**src/rtl/vga_bounce_box.sv**
```systemverilog
// Video source stage: a solid square bouncing around a black active area.
// Optional one-pixel white border around the active area: VGA_BOUNCE_BORDER_EN.
module vga_bounce_box #(
    parameter int c_VIDEO_WIDTH = 3,
    parameter int c_ACTIVE_COLS = 640,
    parameter int c_ACTIVE_ROWS = 480,
    parameter int c_BOX_SIZE    = 32,
    parameter int c_STEP        = 2
) (
    input  logic                     i_Clk,
    input  logic                     i_Reset,
    input  logic [9:0]               i_Col_Count,
    input  logic [9:0]               i_Row_Count,
    input  logic                     i_Pause,
    input  logic                     i_Color_Next,
    output logic [9:0]               o_Col_Count,
    output logic [9:0]               o_Row_Count,
    output logic [c_VIDEO_WIDTH-1:0] o_Red_Video,
    output logic [c_VIDEO_WIDTH-1:0] o_Grn_Video,
    output logic [c_VIDEO_WIDTH-1:0] o_Blu_Video,
    output logic                     o_Frame_Tick
);

    localparam logic [10:0] c_COLS11 = 11'(c_ACTIVE_COLS);
    localparam logic [10:0] c_ROWS11 = 11'(c_ACTIVE_ROWS);
    localparam logic [10:0] c_BOX11  = 11'(c_BOX_SIZE);
    localparam logic [10:0] c_STEP11 = 11'(c_STEP);
    localparam logic [10:0] c_X_MAX  = 11'(c_ACTIVE_COLS - c_BOX_SIZE);
    localparam logic [10:0] c_Y_MAX  = 11'(c_ACTIVE_ROWS - c_BOX_SIZE);
    localparam logic [9:0]  c_X_RST  = 10'((c_ACTIVE_COLS - c_BOX_SIZE) / 2);
    localparam logic [9:0]  c_Y_RST  = 10'((c_ACTIVE_ROWS - c_BOX_SIZE) / 2);

    typedef enum logic [1:0] {
        S_WAIT,
        S_UPD_X,
        S_UPD_Y
    } state_t;

    state_t                   state_q;
    logic [9:0]               x_q, y_q, x_d, y_d;
    logic                     dx_q, dy_q, dx_d, dy_d;
    logic [2:0]               color_q, color_d;
    logic                     pend_q, btn_q, tick_q;
    logic [9:0]               col_q, row_q;
    logic [c_VIDEO_WIDTH-1:0] red_q, grn_q, blu_q;
    logic [c_VIDEO_WIDTH-1:0] red_d, grn_d, blu_d;
    logic                     frame_evt, rise, in_box, border;
    logic [10:0]              col11, row11;

    // Returns {new_dir, new_pos}; 11-bit math so the edge tests never wrap.
    function automatic logic [10:0] axis_next(
        input logic [9:0]  pos,
        input logic        dir,
        input logic [10:0] pmax
    );
        logic [10:0] p;
        logic [10:0] sum;
        logic [10:0] diff;
        p    = {1'b0, pos};
        sum  = p + c_STEP11;
        diff = p - c_STEP11;
        if (dir) begin
            if (sum > pmax) return {1'b0, pmax[9:0]};
            return {1'b1, sum[9:0]};
        end
        if (p < c_STEP11) return {1'b1, 10'd0};
        return {1'b0, diff[9:0]};
    endfunction

    always_comb begin
        {dx_d, x_d} = axis_next(x_q, dx_q, c_X_MAX);
        {dy_d, y_d} = axis_next(y_q, dy_q, c_Y_MAX);
        color_d     = (color_q == 3'd7) ? 3'd1 : color_q + 3'd1;
        frame_evt   = (i_Col_Count == 10'd0) && ({1'b0, i_Row_Count} == c_ROWS11);
        rise        = i_Color_Next & ~btn_q;
    end

    always_comb begin
        col11  = {1'b0, i_Col_Count};
        row11  = {1'b0, i_Row_Count};
        in_box = (col11 >= {1'b0, x_q}) && (col11 < {1'b0, x_q} + c_BOX11) &&
                 (row11 >= {1'b0, y_q}) && (row11 < {1'b0, y_q} + c_BOX11);
`ifdef VGA_BOUNCE_BORDER_EN
        border = (col11 < c_COLS11) && (row11 < c_ROWS11) &&
                 ((col11 == 11'd0) || (col11 == c_COLS11 - 11'd1) ||
                  (row11 == 11'd0) || (row11 == c_ROWS11 - 11'd1));
`else
        border = 1'b0;
`endif
        red_d = '0;
        grn_d = '0;
        blu_d = '0;
        if (in_box) begin
            red_d = {c_VIDEO_WIDTH{color_q[0]}};
            grn_d = {c_VIDEO_WIDTH{color_q[1]}};
            blu_d = {c_VIDEO_WIDTH{color_q[2]}};
        end else if (border) begin
            red_d = '1;
            grn_d = '1;
            blu_d = '1;
        end
    end

    always_ff @(posedge i_Clk or posedge i_Reset) begin
        if (i_Reset) begin
            state_q <= S_WAIT;
            x_q     <= c_X_RST;
            y_q     <= c_Y_RST;
            dx_q    <= 1'b1;
            dy_q    <= 1'b1;
            color_q <= 3'd1;
            pend_q  <= 1'b0;
            btn_q   <= 1'b0;
            tick_q  <= 1'b0;
            col_q   <= '0;
            row_q   <= '0;
            red_q   <= '0;
            grn_q   <= '0;
            blu_q   <= '0;
        end else begin
            col_q  <= i_Col_Count;
            row_q  <= i_Row_Count;
            red_q  <= red_d;
            grn_q  <= grn_d;
            blu_q  <= blu_d;
            btn_q  <= i_Color_Next;
            tick_q <= 1'b0;
            pend_q <= pend_q | rise;
            case (state_q)
                S_WAIT: begin
                    if (frame_evt) begin
                        state_q <= S_UPD_X;
                        tick_q  <= 1'b1;
                    end
                end
                S_UPD_X: begin
                    state_q <= S_UPD_Y;
                    if (!i_Pause) begin
                        x_q  <= x_d;
                        dx_q <= dx_d;
                    end
                end
                S_UPD_Y: begin
                    state_q <= S_WAIT;
                    if (!i_Pause) begin
                        y_q  <= y_d;
                        dy_q <= dy_d;
                    end
                    // A fresh edge on the clearing cycle stays queued.
                    if (pend_q) begin
                        color_q <= color_d;
                        pend_q  <= rise;
                    end
                end
                default: state_q <= S_WAIT;
            endcase
        end
    end

    assign o_Col_Count  = col_q;
    assign o_Row_Count  = row_q;
    assign o_Red_Video  = red_q;
    assign o_Grn_Video  = grn_q;
    assign o_Blu_Video  = blu_q;
    assign o_Frame_Tick = tick_q;

endmodule

```
**config.mk**
```make
export PLATFORM = sky130hd
export DESIGN_NAME = vga_bounce_box
export DESIGN_NICKNAME = d
export VERILOG_FILES = /design/src/rtl/vga_bounce_box.sv
export SDC_FILE = /design/constraint.sdc
export NUM_CORES = 1
export LEC_CHECK = 0
export CELL_PAD_IN_SITES_DETAIL_PLACEMENT = 1
export CELL_PAD_IN_SITES_GLOBAL_PLACEMENT = 1
export CORE_MARGIN = 4
export CORE_UTILIZATION = 42
export DETAILED_ROUTE_END_ITERATION = 6
export HOLD_SLACK_MARGIN = 0.06
export PLACE_DENSITY = 0.78
export SYNTH_ARGS = -nofsm -noshare
export SYNTH_HDL_FRONTEND = slang
export SYNTH_SLANG_ARGS = --single-unit
```
**constraint.sdc**
```tcl
create_clock -name i_Clk -period 2.86 [get_ports i_Clk]
set_input_delay 0.715 -clock i_Clk [delete_from_list [all_inputs] [get_ports i_Clk]]
set_output_delay 0.715 -clock i_Clk [all_outputs]
set_load 0.03 [all_outputs]
```
### Placed cells, one colour a class, run 1

The bar under the picture is 20 um long.
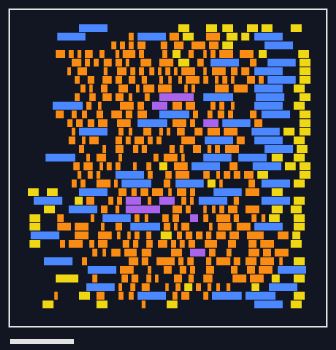
- purple: clock drivers and dummy loads (cells 8; share of their area 3.3%)
- blue: sequential cells (cells 51; share of their area 31%)
- orange: combinational and other logic (cells 309; share of their area 50%)
- yellow: remaining buffers and delay cells (cells 64; share of their area 15%)

### Logic cells by family, run 1

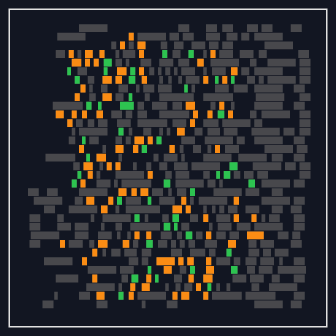
- green: nand cells (cells 45; most used nand2_1)
- orange: aoi and oai cells (cells 90; most used o21ai_0)
Comb/total area: 46.1%
non-filler instance count after layout: 537
most numerous logic cell after layout: clkdlybuf4s50_1

### Clock network drawn from the DEF, run 1

The bar under the picture is 20 um long.
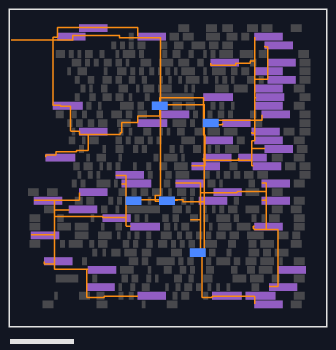
- purple: flip-flops (count 51)
- blue: clock drivers (count 5)
- orange: clock wires (length 765 um)
- flops lie: widely spread
- routed clock nets: 6
Worst-Skew Late Latency: 320 ps
Clk pwr share: 38.7%
skew final: 9.76 ps

### Signal wires on met2, run 1

Cells faint in the background.
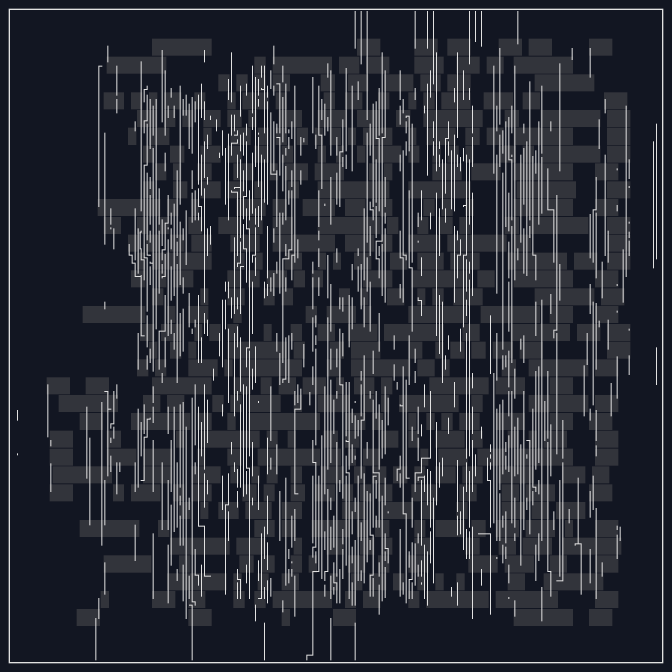
- share of all routed wire: 48%
- main direction: vertical
- longest straight run: 36.7 um

==> out/qor.csv, run 1 <==
metric,value,unit
syn_to_final_growth,21.3,%
power_frac_seq,47.3,%
finalClockPeriodUsage,97.3,%
io_pins,54,
mux_area_share,0.889,%
logic_gates,279,
yosysMostFrequentCell,dfrtp_1,
cp-end-kind,register,
ant_nets,0,
min_from,btn_q$_DFF_PP0_,
n_all_inverters,30,
cts_setup_buffers,0,
status,completed,
startpoint_type,register,
power.group.top,sequential cells,
numClockSinks,51,
syn_inst,385,
whs_path_depth,1,
busiest_layer,met2,
core,8180,sq um
vdd_drop_max,0.222,mV
postCtsHoldBufs,0,
power_density,372,nW/um^2
seq_share,30.2,%
lay_top_cells,"clkdlybuf4s50_1, dfrtp_1, ha_1, o21ai_0, inv_1",
avgSynthCellArea,9.14,sq um
p_leak,1.77,nW
track_usage,21.4,%
rrSetupSlack,80,ps
viasPerCell,5.96,
groute.layer.met3.usage,3.58,%
logic_family,simple AND/OR/NAND/NOR gates,
nClkBuffers,5,
grtUsageMet2,36.7,%
cp_data_arrival_time,3000,ps
drt_iter0_markers,103,
ctsResizeCount,0,
grt_util_met1,28.0,%
grt_pass1_wl,16900,um
syn-num-nets,447,
yosys.area.top_type,dfrtp_1,
==> run 1 -> run 2 <==
--- a/config.mk
+++ b/config.mk
@@ -11,7 +11,9 @@
 export CORE_UTILIZATION = 42
 export DETAILED_ROUTE_END_ITERATION = 6
 export HOLD_SLACK_MARGIN = 0.06
+export MAX_ROUTING_LAYER = met4
 export PLACE_DENSITY = 0.78
 export SYNTH_ARGS = -nofsm -noshare
 export SYNTH_HDL_FRONTEND = slang
 export SYNTH_SLANG_ARGS = --single-unit
+export TNS_END_PERCENT = 10
### Cell outlines without signal wires, run 2

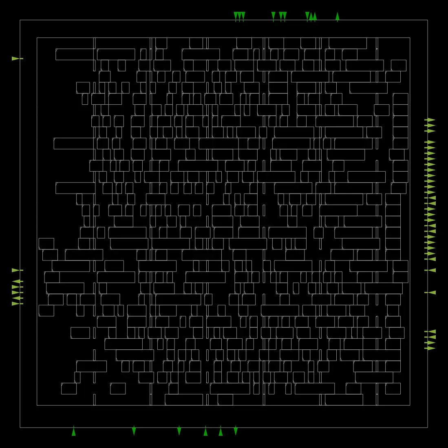
Tapcell Cnt: 105
non-filler instance count after layout: 538
fin util: 52.1%

### Clock network drawn from the DEF, run 2

The bar under the picture is 20 um long.
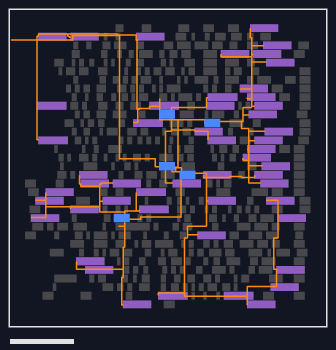
- blue: clock drivers (count 5)
- purple: flip-flops (count 51)
- orange: clock wires (length 723 um)
- routed clock nets: 6
- flops lie: widely spread
Worst-Skew Late Latency: 310 ps
skew final: 10.7 ps

==> out/qor.csv, run 2 <==
metric,value,unit
cp-end-kind,register,
postCtsHoldBufs,0,
wl_met1,4700,um
crit_end,o_Grn_Video[1]$_DFF_PP0_,
syn-num-nets,447,
syn_to_final_growth,21.1,%
rrSetupSlack,130,ps
status,completed,
lay_top_cells,"clkdlybuf4s50_1, dfrtp_1, ha_1, o21ai_0, inv_1",
mostFrequentLayoutCell,clkdlybuf4s50_1,
yosys.area.top_type,dfrtp_1,
seq_share,30.2,%
max_cap_viol_count,0,
ant_nets,0,
finalClockPeriodUsage,95.4,%
drt_iter0_markers,109,
yosysMostFrequentCell,dfrtp_1,
grt_util_met1,28.0,%
logic_family,simple AND/OR/NAND/NOR gates,
power.group.top,sequential cells,
vdd_drop_max,0.181,mV
setup_violations,0,
groute.layer.met3.usage,3.16,%
track_usage,21.5,%
comb_area_share,46.4,%
whs_path_depth,1,
power_density,354,nW/um^2
mux_area_share,0.889,%
p_leak,1.77,nW
core,8180,sq um
ctsResizeCount,0,
syn_inst,385,
power_frac_seq,49.8,%
cp_top_family,AND-OR/OR-AND gates,
cts_setup_buffers,0,
numClockSinks,51,
io_pins,54,
n_all_inverters,30,
logic_gates,279,
grt_pass1_wl,16700,um
avgSynthCellArea,9.14,sq um
busiest_layer,met2,
min_from,btn_q$_DFF_PP0_,
clockPowerShare,35.5,%
p_sw_share,26.9,%
cp_data_arrival_time,2950,ps
==> run 2 -> run 3 <==
==> constraint.sdc (replaced) <==
create_clock -name i_Clk -period 3.09 [get_ports i_Clk]
set_input_delay 0.7725 -clock i_Clk [delete_from_list [all_inputs] [get_ports i_Clk]]
set_output_delay 0.7725 -clock i_Clk [all_outputs]
set_load 0.03 [all_outputs]
### Placed cells, one colour a class, run 3

The bar under the picture is 20 um long.
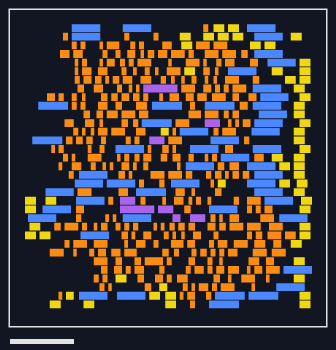
- purple: clock drivers and dummy loads (cells 8; share of their area 3.4%)
- orange: combinational and other logic (cells 309; share of their area 51%)
- blue: sequential cells (cells 51; share of their area 32%)
- yellow: remaining buffers and delay cells (cells 57; share of their area 14%)

### Cell outlines without signal wires, run 3

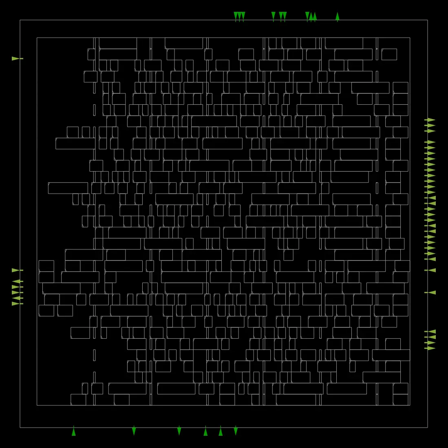
Seq/total area: 30.7%
fillers: 946

==> out/qor.csv, run 3 <==
metric,value,unit
status,completed,
cp_top_family,AND-OR/OR-AND gates,
postCtsHoldBufs,0,
dp_hpwl,7480,um
power_frac_seq,48.1,%
routed_wl,9860,um
logic_family,simple AND/OR/NAND/NOR gates,
clkLatencyLatePin,310,ps
track_usage,21.3,%
clockPowerShare,38.3,%
cts_setup_buffers,0,
busiest_layer,met2,
cts_tree,yes,
avgRoutedWirePerCell,18.6,um
lay_top_cells,"clkdlybuf4s50_1, dfrtp_1, ha_1, o21ai_0, inv_1",
mux_area_share,0.889,%
startpoint_type,register,
power.total,1.45,mW
logic_gates,279,
syn-num-nets,447,
drv_slew,0,
cp-end-kind,register,
grt_pass1_vias,3221,
comb_area_share,46.8,%
drc,0,
p_sw_share,24.4,%
wl_met3,537,um
slowest_delay,640,ps
relSlewSlack,55.3,%
nClkBuffers,5,
syn_to_final_growth,19.3,%
n_all_inverters,30,
cp_data_arrival_time,3080,ps
crit_type,reg -> reg,
fin_skew,13.5,ps
yosys.area.top_type,dfrtp_1,
async_flop_share,100,%
yosysMostFrequentCell,dfrtp_1,
crit_end,o_Grn_Video[1]$_DFF_PP0_,
power.group.top,sequential cells,
nWellTaps,105,
io_pins,54,
drt_iter0_markers,143,
p_leak,1.73,nW
vdd_drop_max,0.266,mV
core,8180,sq um
grt_pass1_wl,16500,um
rrSetupSlack,220,ps
avgSynthCellArea,9.14,sq um
finalClockPeriodUsage,92.9,%
regArea,1290,sq um
setup_violations,0,
mostFrequentLayoutCell,clkdlybuf4s50_1,
grt.overflow.total,0,
utilization,51.3,%
grtUsageMet2,34.3,%
max_cap_viol_count,0,
syn_inst,385,
antenna_found_initial,0,
intPower,1.09,mW
signal_buffers,57,
flop_cell,dfrtp_1,
min_from,btn_q$_DFF_PP0_,
ctsResizeCount,0,
power_density,344,nW/um^2
viasPerCell,5.89,
dr.pass1.iters,4,
netlist_top_cells_count,"dfrtp_1, ha_1, o21ai_0",
numClockSinks,51,
ant_nets,0,
stdcell_count,530,
No activity file was given, so power comes from the tool's default toggle rates.
